**src/rtl/tl_scratch_arbiter_pkg.sv**
```systemverilog
// Shared defaults, datapath widths and state encoding for the scratch-memory / adder arbiter.
package tl_scratch_arbiter_pkg;

  localparam int unsigned ARB_NREQ_DEF    = 4;
  localparam int unsigned ARB_TIMEOUT_DEF = 4096;

  localparam int unsigned ADD_W  = 16;
  localparam int unsigned ADDR_W = 12;
  localparam int unsigned DATA_W = 32;

  typedef enum logic [1:0] {
    ARB_IDLE = 2'd0,
    ARB_OWN  = 2'd1,
    ARB_GAP  = 2'd2
  } arb_state_e;

  // Index width that stays at least one bit wide.
  function automatic int unsigned idx_w(int unsigned n);
    return (n > 1) ? $clog2(n) : 1;
  endfunction

endpackage

```
**src/rtl/tl_scratch_arbiter_rr_priority_pick.sv**
```systemverilog
// Combinational round-robin pick: first requester at or after the pointer, wrapping modulo NREQ.
module rr_priority_pick #(
  parameter int unsigned NREQ = 4,
  parameter int unsigned IDXW = 2
) (
  input  logic [NREQ-1:0] i_req,
  input  logic [IDXW-1:0] i_rr_ptr,
  output logic            o_valid,
  output logic [IDXW-1:0] o_idx
);

  int w_dist;
  int w_best;

  // Pick the requester with the smallest circular distance from the pointer.
  always_comb begin
    o_valid = |i_req;
    o_idx   = '0;
    w_best  = int'(NREQ);
    w_dist  = 0;
    for (int j = 0; j < int'(NREQ); j++) begin
      w_dist = j - int'(i_rr_ptr);
      if (w_dist < 0) begin
        w_dist = w_dist + int'(NREQ);
      end
      if (i_req[j] && (w_dist < w_best)) begin
        w_best = w_dist;
        o_idx  = IDXW'(j);
      end
    end
  end

endmodule

```
**src/rtl/tl_scratch_arbiter.sv**
```systemverilog
// Round-robin owner of the scratch-memory ports and the shared adder; a grant lasts a whole
// requester operation and is followed by one dead cycle before the next arbitration.
module tl_scratch_arbiter
  import tl_scratch_arbiter_pkg::*;
#(
  parameter int unsigned NREQ    = ARB_NREQ_DEF,
  parameter int unsigned TIMEOUT = ARB_TIMEOUT_DEF
) (
  input  logic                     clock,
  input  logic                     reset,
  input  logic [NREQ-1:0]          req,
  input  logic [NREQ-1:0]          done_in,
  input  logic [ADD_W*NREQ-1:0]    add_a_in,
  input  logic [ADD_W*NREQ-1:0]    add_b_in,
  input  logic [ADDR_W*NREQ-1:0]   waddr_in,
  input  logic [DATA_W*NREQ-1:0]   wdata_in,
  input  logic [NREQ-1:0]          we_in,
  input  logic [ADDR_W*NREQ-1:0]   raddr_in,
  output logic [NREQ-1:0]          gnt,
  output logic                     busy,
  output logic                     err_timeout,
  output logic [ADD_W-1:0]         add_a_out,
  output logic [ADD_W-1:0]         add_b_out,
  output logic [ADDR_W-1:0]        mem_waddr,
  output logic [DATA_W-1:0]        mem_wdata,
  output logic                     mem_we,
  output logic [ADDR_W-1:0]        mem_raddr
);

  localparam int unsigned     IDXW       = idx_w(NREQ);
  localparam int unsigned     WDW        = $clog2(TIMEOUT);
  localparam logic [WDW-1:0]  WDOG_LAST  = WDW'(TIMEOUT - 1);
  localparam logic [IDXW-1:0] OWNER_LAST = IDXW'(NREQ - 1);

  arb_state_e      r_state, w_state_nxt;
  logic [NREQ-1:0] r_gnt, w_gnt_nxt;
  logic [IDXW-1:0] r_owner, w_owner_nxt;
  logic [IDXW-1:0] r_rr_ptr, w_rr_ptr_nxt;
  logic [WDW-1:0]  r_wdog, w_wdog_nxt;
  logic            r_err, w_err_nxt;

  logic            w_pick_valid;
  logic [IDXW-1:0] w_pick_idx;
  logic            w_own_req;
  logic            w_own_done;
  logic            w_timeout;
  logic            w_release;

  rr_priority_pick #(
    .NREQ (NREQ),
    .IDXW (IDXW)
  ) u_pick (
    .i_req    (req),
    .i_rr_ptr (r_rr_ptr),
    .o_valid  (w_pick_valid),
    .o_idx    (w_pick_idx)
  );

  // Owner select: control bits always follow the owner, datapath only while it owns.
  always_comb begin
    w_own_req  = 1'b0;
    w_own_done = 1'b0;
    add_a_out  = '0;
    add_b_out  = '0;
    mem_waddr  = '0;
    mem_wdata  = '0;
    mem_we     = 1'b0;
    mem_raddr  = '0;
    for (int i = 0; i < int'(NREQ); i++) begin
      if (r_owner == IDXW'(i)) begin
        w_own_req  = req[i];
        w_own_done = done_in[i];
        if (r_state == ARB_OWN) begin
          add_a_out = add_a_in[ADD_W*i +: ADD_W];
          add_b_out = add_b_in[ADD_W*i +: ADD_W];
          mem_waddr = waddr_in[ADDR_W*i +: ADDR_W];
          mem_wdata = wdata_in[DATA_W*i +: DATA_W];
          mem_we    = we_in[i];
          mem_raddr = raddr_in[ADDR_W*i +: ADDR_W];
        end
      end
    end
  end

  always_comb begin
    w_state_nxt  = r_state;
    w_gnt_nxt    = r_gnt;
    w_owner_nxt  = r_owner;
    w_rr_ptr_nxt = r_rr_ptr;
    w_wdog_nxt   = r_wdog;
    w_err_nxt    = r_err;
    w_timeout    = (r_wdog == WDOG_LAST);
    w_release    = w_own_done || !w_own_req || w_timeout;
    case (r_state)
      ARB_IDLE: begin
        if (w_pick_valid) begin
          w_gnt_nxt   = NREQ'(1) << w_pick_idx;
          w_owner_nxt = w_pick_idx;
          w_wdog_nxt  = '0;
          w_state_nxt = ARB_OWN;
        end
      end
      ARB_OWN: begin
        if (w_release) begin
          w_gnt_nxt    = '0;
          w_rr_ptr_nxt = (r_owner == OWNER_LAST) ? '0 : r_owner + IDXW'(1);
          w_state_nxt  = ARB_GAP;
          // Only a watchdog release that the requester did not ask for is an error.
          if (w_timeout && w_own_req && !w_own_done) begin
            w_err_nxt = 1'b1;
          end
        end else begin
          w_wdog_nxt = r_wdog + WDW'(1);
        end
      end
      ARB_GAP: begin
        w_state_nxt = ARB_IDLE;
      end
      default: begin
        w_state_nxt = ARB_IDLE;
        w_gnt_nxt   = '0;
      end
    endcase
  end

  always_ff @(posedge clock) begin
    if (reset) begin
      r_state  <= ARB_IDLE;
      r_gnt    <= '0;
      r_owner  <= '0;
      r_rr_ptr <= '0;
      r_wdog   <= '0;
      r_err    <= 1'b0;
    end else begin
      r_state  <= w_state_nxt;
      r_gnt    <= w_gnt_nxt;
      r_owner  <= w_owner_nxt;
      r_rr_ptr <= w_rr_ptr_nxt;
      r_wdog   <= w_wdog_nxt;
      r_err    <= w_err_nxt;
    end
  end

  assign gnt         = r_gnt;
  assign busy        = (r_state == ARB_OWN);
  assign err_timeout = r_err;

endmodule

```
**config.mk**
```make
export PLATFORM = sky130hd
export DESIGN_NAME = tl_scratch_arbiter
export DESIGN_NICKNAME = d
export VERILOG_FILES = /design/src/rtl/tl_scratch_arbiter_pkg.sv /design/src/rtl/tl_scratch_arbiter_rr_priority_pick.sv /design/src/rtl/tl_scratch_arbiter.sv
export SDC_FILE = /design/constraint.sdc
export NUM_CORES = 1
export LEC_CHECK = 0
export CAP_MARGIN = 30
export CORE_AREA = 8 8 172 174
export CTS_BUF_LIST = sky130_fd_sc_hd__clkbuf_4
export CTS_CLUSTER_SIZE = 24
export DETAILED_ROUTE_END_ITERATION = 8
export DIE_AREA = 0 0 180 182
export PLACE_DENSITY = 0.62
export REMOVE_ABC_BUFFERS = 1
export SYNTH_ARGS = -nofsm -noshare
export SYNTH_HDL_FRONTEND = slang
export SYNTH_HIERARCHICAL = 1
export SYNTH_SLANG_ARGS = --single-unit
```
**constraint.sdc**
```tcl
create_clock -name clock -period 5.02 [get_ports clock]
set_input_delay 0.502 -clock clock [delete_from_list [all_inputs] [get_ports clock]]
set_output_delay 0.502 -clock clock [all_outputs]
set_load 0.02 [all_outputs]
```
==> out/qor.txt, run 1 <==
TNS Setup - 0 ns
DR pass1 iterations - 5
Vias/cell - 4.79
Max clock buf depth - 2
Largest Pwr Group - combinational logic
Setup Skew - 0.00377 ns
Comb area leader - simple AND/OR/NAND/NOR gates
Met3 routed wirelength - 1860 µm
Sequential Power Share - 8.6%
Tcrit/Tclk final - 77.9%
Combinational share of cell area - 38.7%
Reg2reg start - r_rr_ptr[0]
Most numerous logic cells after layout - clkdlybuf4s50_1, a21oi_1, nor2_1, nor3_1, nor2b_1
CP required - 4.52 ns
Nets - 1,467
Area of the mapped netlist - 4360 µm²
Seq pwr - 0.223 mW
Tool warning count - 29
Outcome - finished, final reports clean
Max-slew headroom - 36.9%
Combinational share of power - 87.7%
CP Launch Type - flop
==> run_1/layers.png <==
Scale bar: 50 µm. Only two layers are drawn.
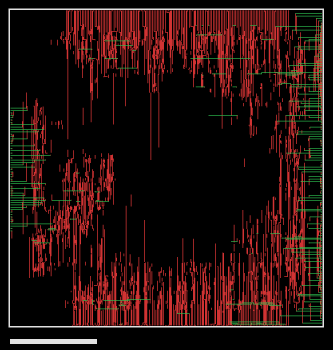
[red] M2 | wire length: 14,700 µm
[green] M3 | wire length: 1,860 µm

==> run_1/class_map.png <==
Scale bar: 50 µm. Fill, decap, tap and diode cells in gray.
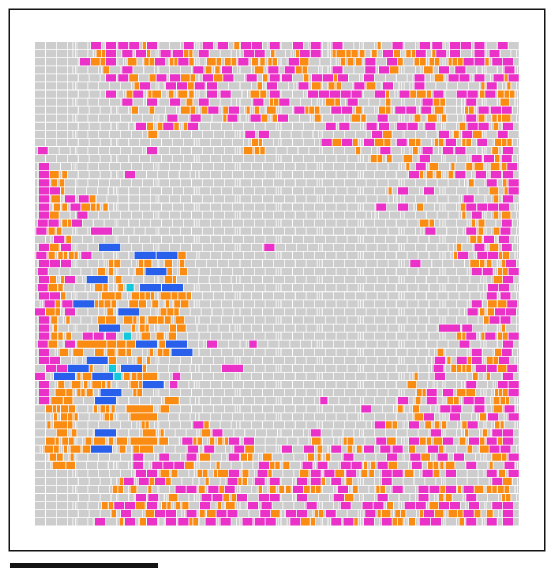
[orange] remaining logic cells | cells: 598 | share of their area: 41%
[blue] registers | cells: 23 | share of their area: 5.2%
[magenta] remaining buffers and delay cells | cells: 467 | share of their area: 53%
[cyan] clock drivers and dummy loads | cells: 4 | share of their area: 0.34%

==> run_1/util_map.png <==
18 x 18 tiles, from black (low) to pale yellow (high), 0 to 100% covered.
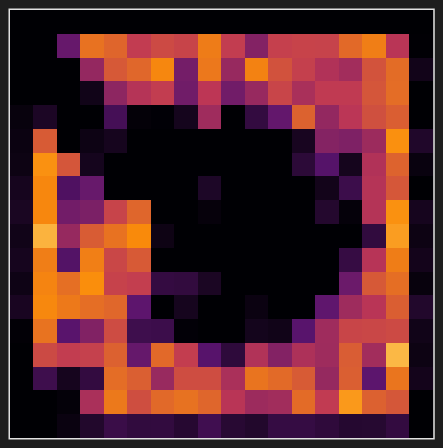
mean over tiles: 27%
emptiest ninth of the die: middle
tiles over 75% full: 2.5%
fullest tile: 85%
Core ar.: 26,700 µm²
Layout Utilization: 34.7%

==> run_1/congestion_map.png <==
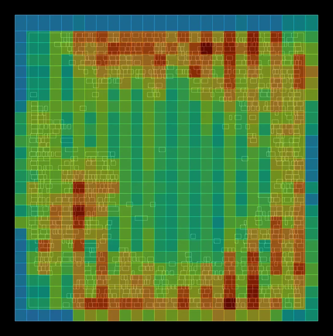
M3 GR Usage: 3.27%
GRT met1 Usage: 18.9%
Top Usage Layer GRT: met2

==> run_1/ff_map.png <==
Scale bar: 50 µm. Other sequential cells in the stronger gray, the rest of the logic in the fainter gray.
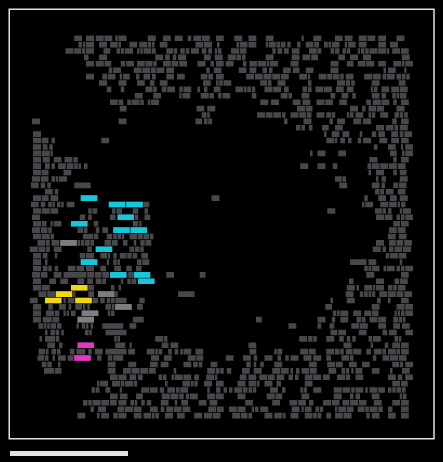

--- run 2 (diff from run 1) ---
Settings changed: PLACE_DENSITY 0.62 to 0.64.
Clock period 5.02 ns to 3.2 ns, I/O delays scaled along.
==> run_2/ff_map.png <==
Scale bar: 50 µm. Other sequential cells in the stronger gray, the rest of the logic in the fainter gray.
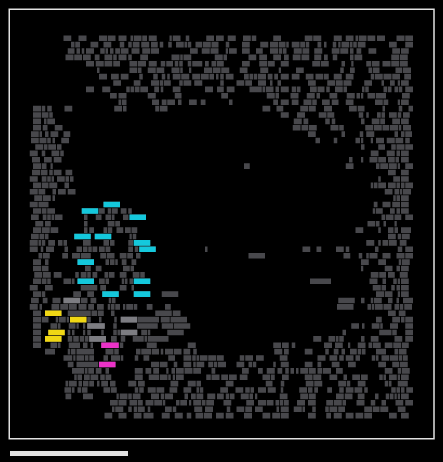
[magenta] `r_rr_ptr` | placed flops: 2
[cyan] `r_wdog` | placed flops: 12 | where: left middle
[yellow] `gnt` | placed flops: 4 | where: bottom left
register area: 463 µm²
Layout Utilization: 36.1%
seq pwr: 0.342 mW
sequential share of cell area: 4.82%

==> out/qor.txt, run 2 <==
Outcome - finished, final reports clean
Row cnt - 60
Antenna-violating nets left - 0
Core ar. - 26,700 µm² (unchanged)
Max clock buf depth - 2 (unchanged)
Comb area leader - simple AND/OR/NAND/NOR gates
Setup Skew - 0.00551 ns (+0.00174 ns)
Most used flip-flop cell - dfxtp_1
I/O Pins - 461
Met3 routed wirelength - 2200 µm (+18%)
M3 GR Usage - 3.87% (+0.60 points)
Biggest Area Class - buffers
CP required - 2.88 ns (-1.64 ns)
Tool warning count - 31 (+6.9%)
Max-slew headroom - 44.3% (+7.4 points)
CP Launch Type - flop
Top Usage Layer GRT - met2
Gpl congestion - 0.855
Most numerous logic cells after layout - clkdlybuf4s50_1, a21oi_1, nor2_1, nor2b_1, nor3_1
Reg2reg start - r_rr_ptr[1]
Tcrit/Tclk final - 95.4%
XOR/XNOR Fraction of Synth Area - 0%
CP endpoint - mem_wdata[8]
Sequential Power Share - 7.9% (-0.7 points)
TNS Setup - 0 ns (unchanged)
DR pass1 iterations - 5 (unchanged)
DP Worst Slack - -0.247 ns
Leak - 3.50 nW
Nets - 1,491 (+1.6%)
GRT met1 Usage - 18.6% (-0.23 points)
Area of the mapped netlist - 4360 µm² (unchanged)
Clock Sinks - 23
Vias/cell - 4.88 (+1.9%)
Largest Pwr Group - combinational logic
==> run_2/layers.png <==
Scale bar: 50 µm. Only two layers are drawn.
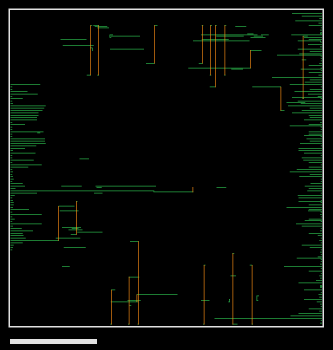
[green] M3 | wire length: 2,200 µm
[orange] M4 | wire length: 502 µm
final wirelength: 28,500 µm
via count: 7,104
Avg WL per Cell: 19.6 µm
overall routing resource usage: 15.8%

Power is estimated from default activity; no workload was simulated.
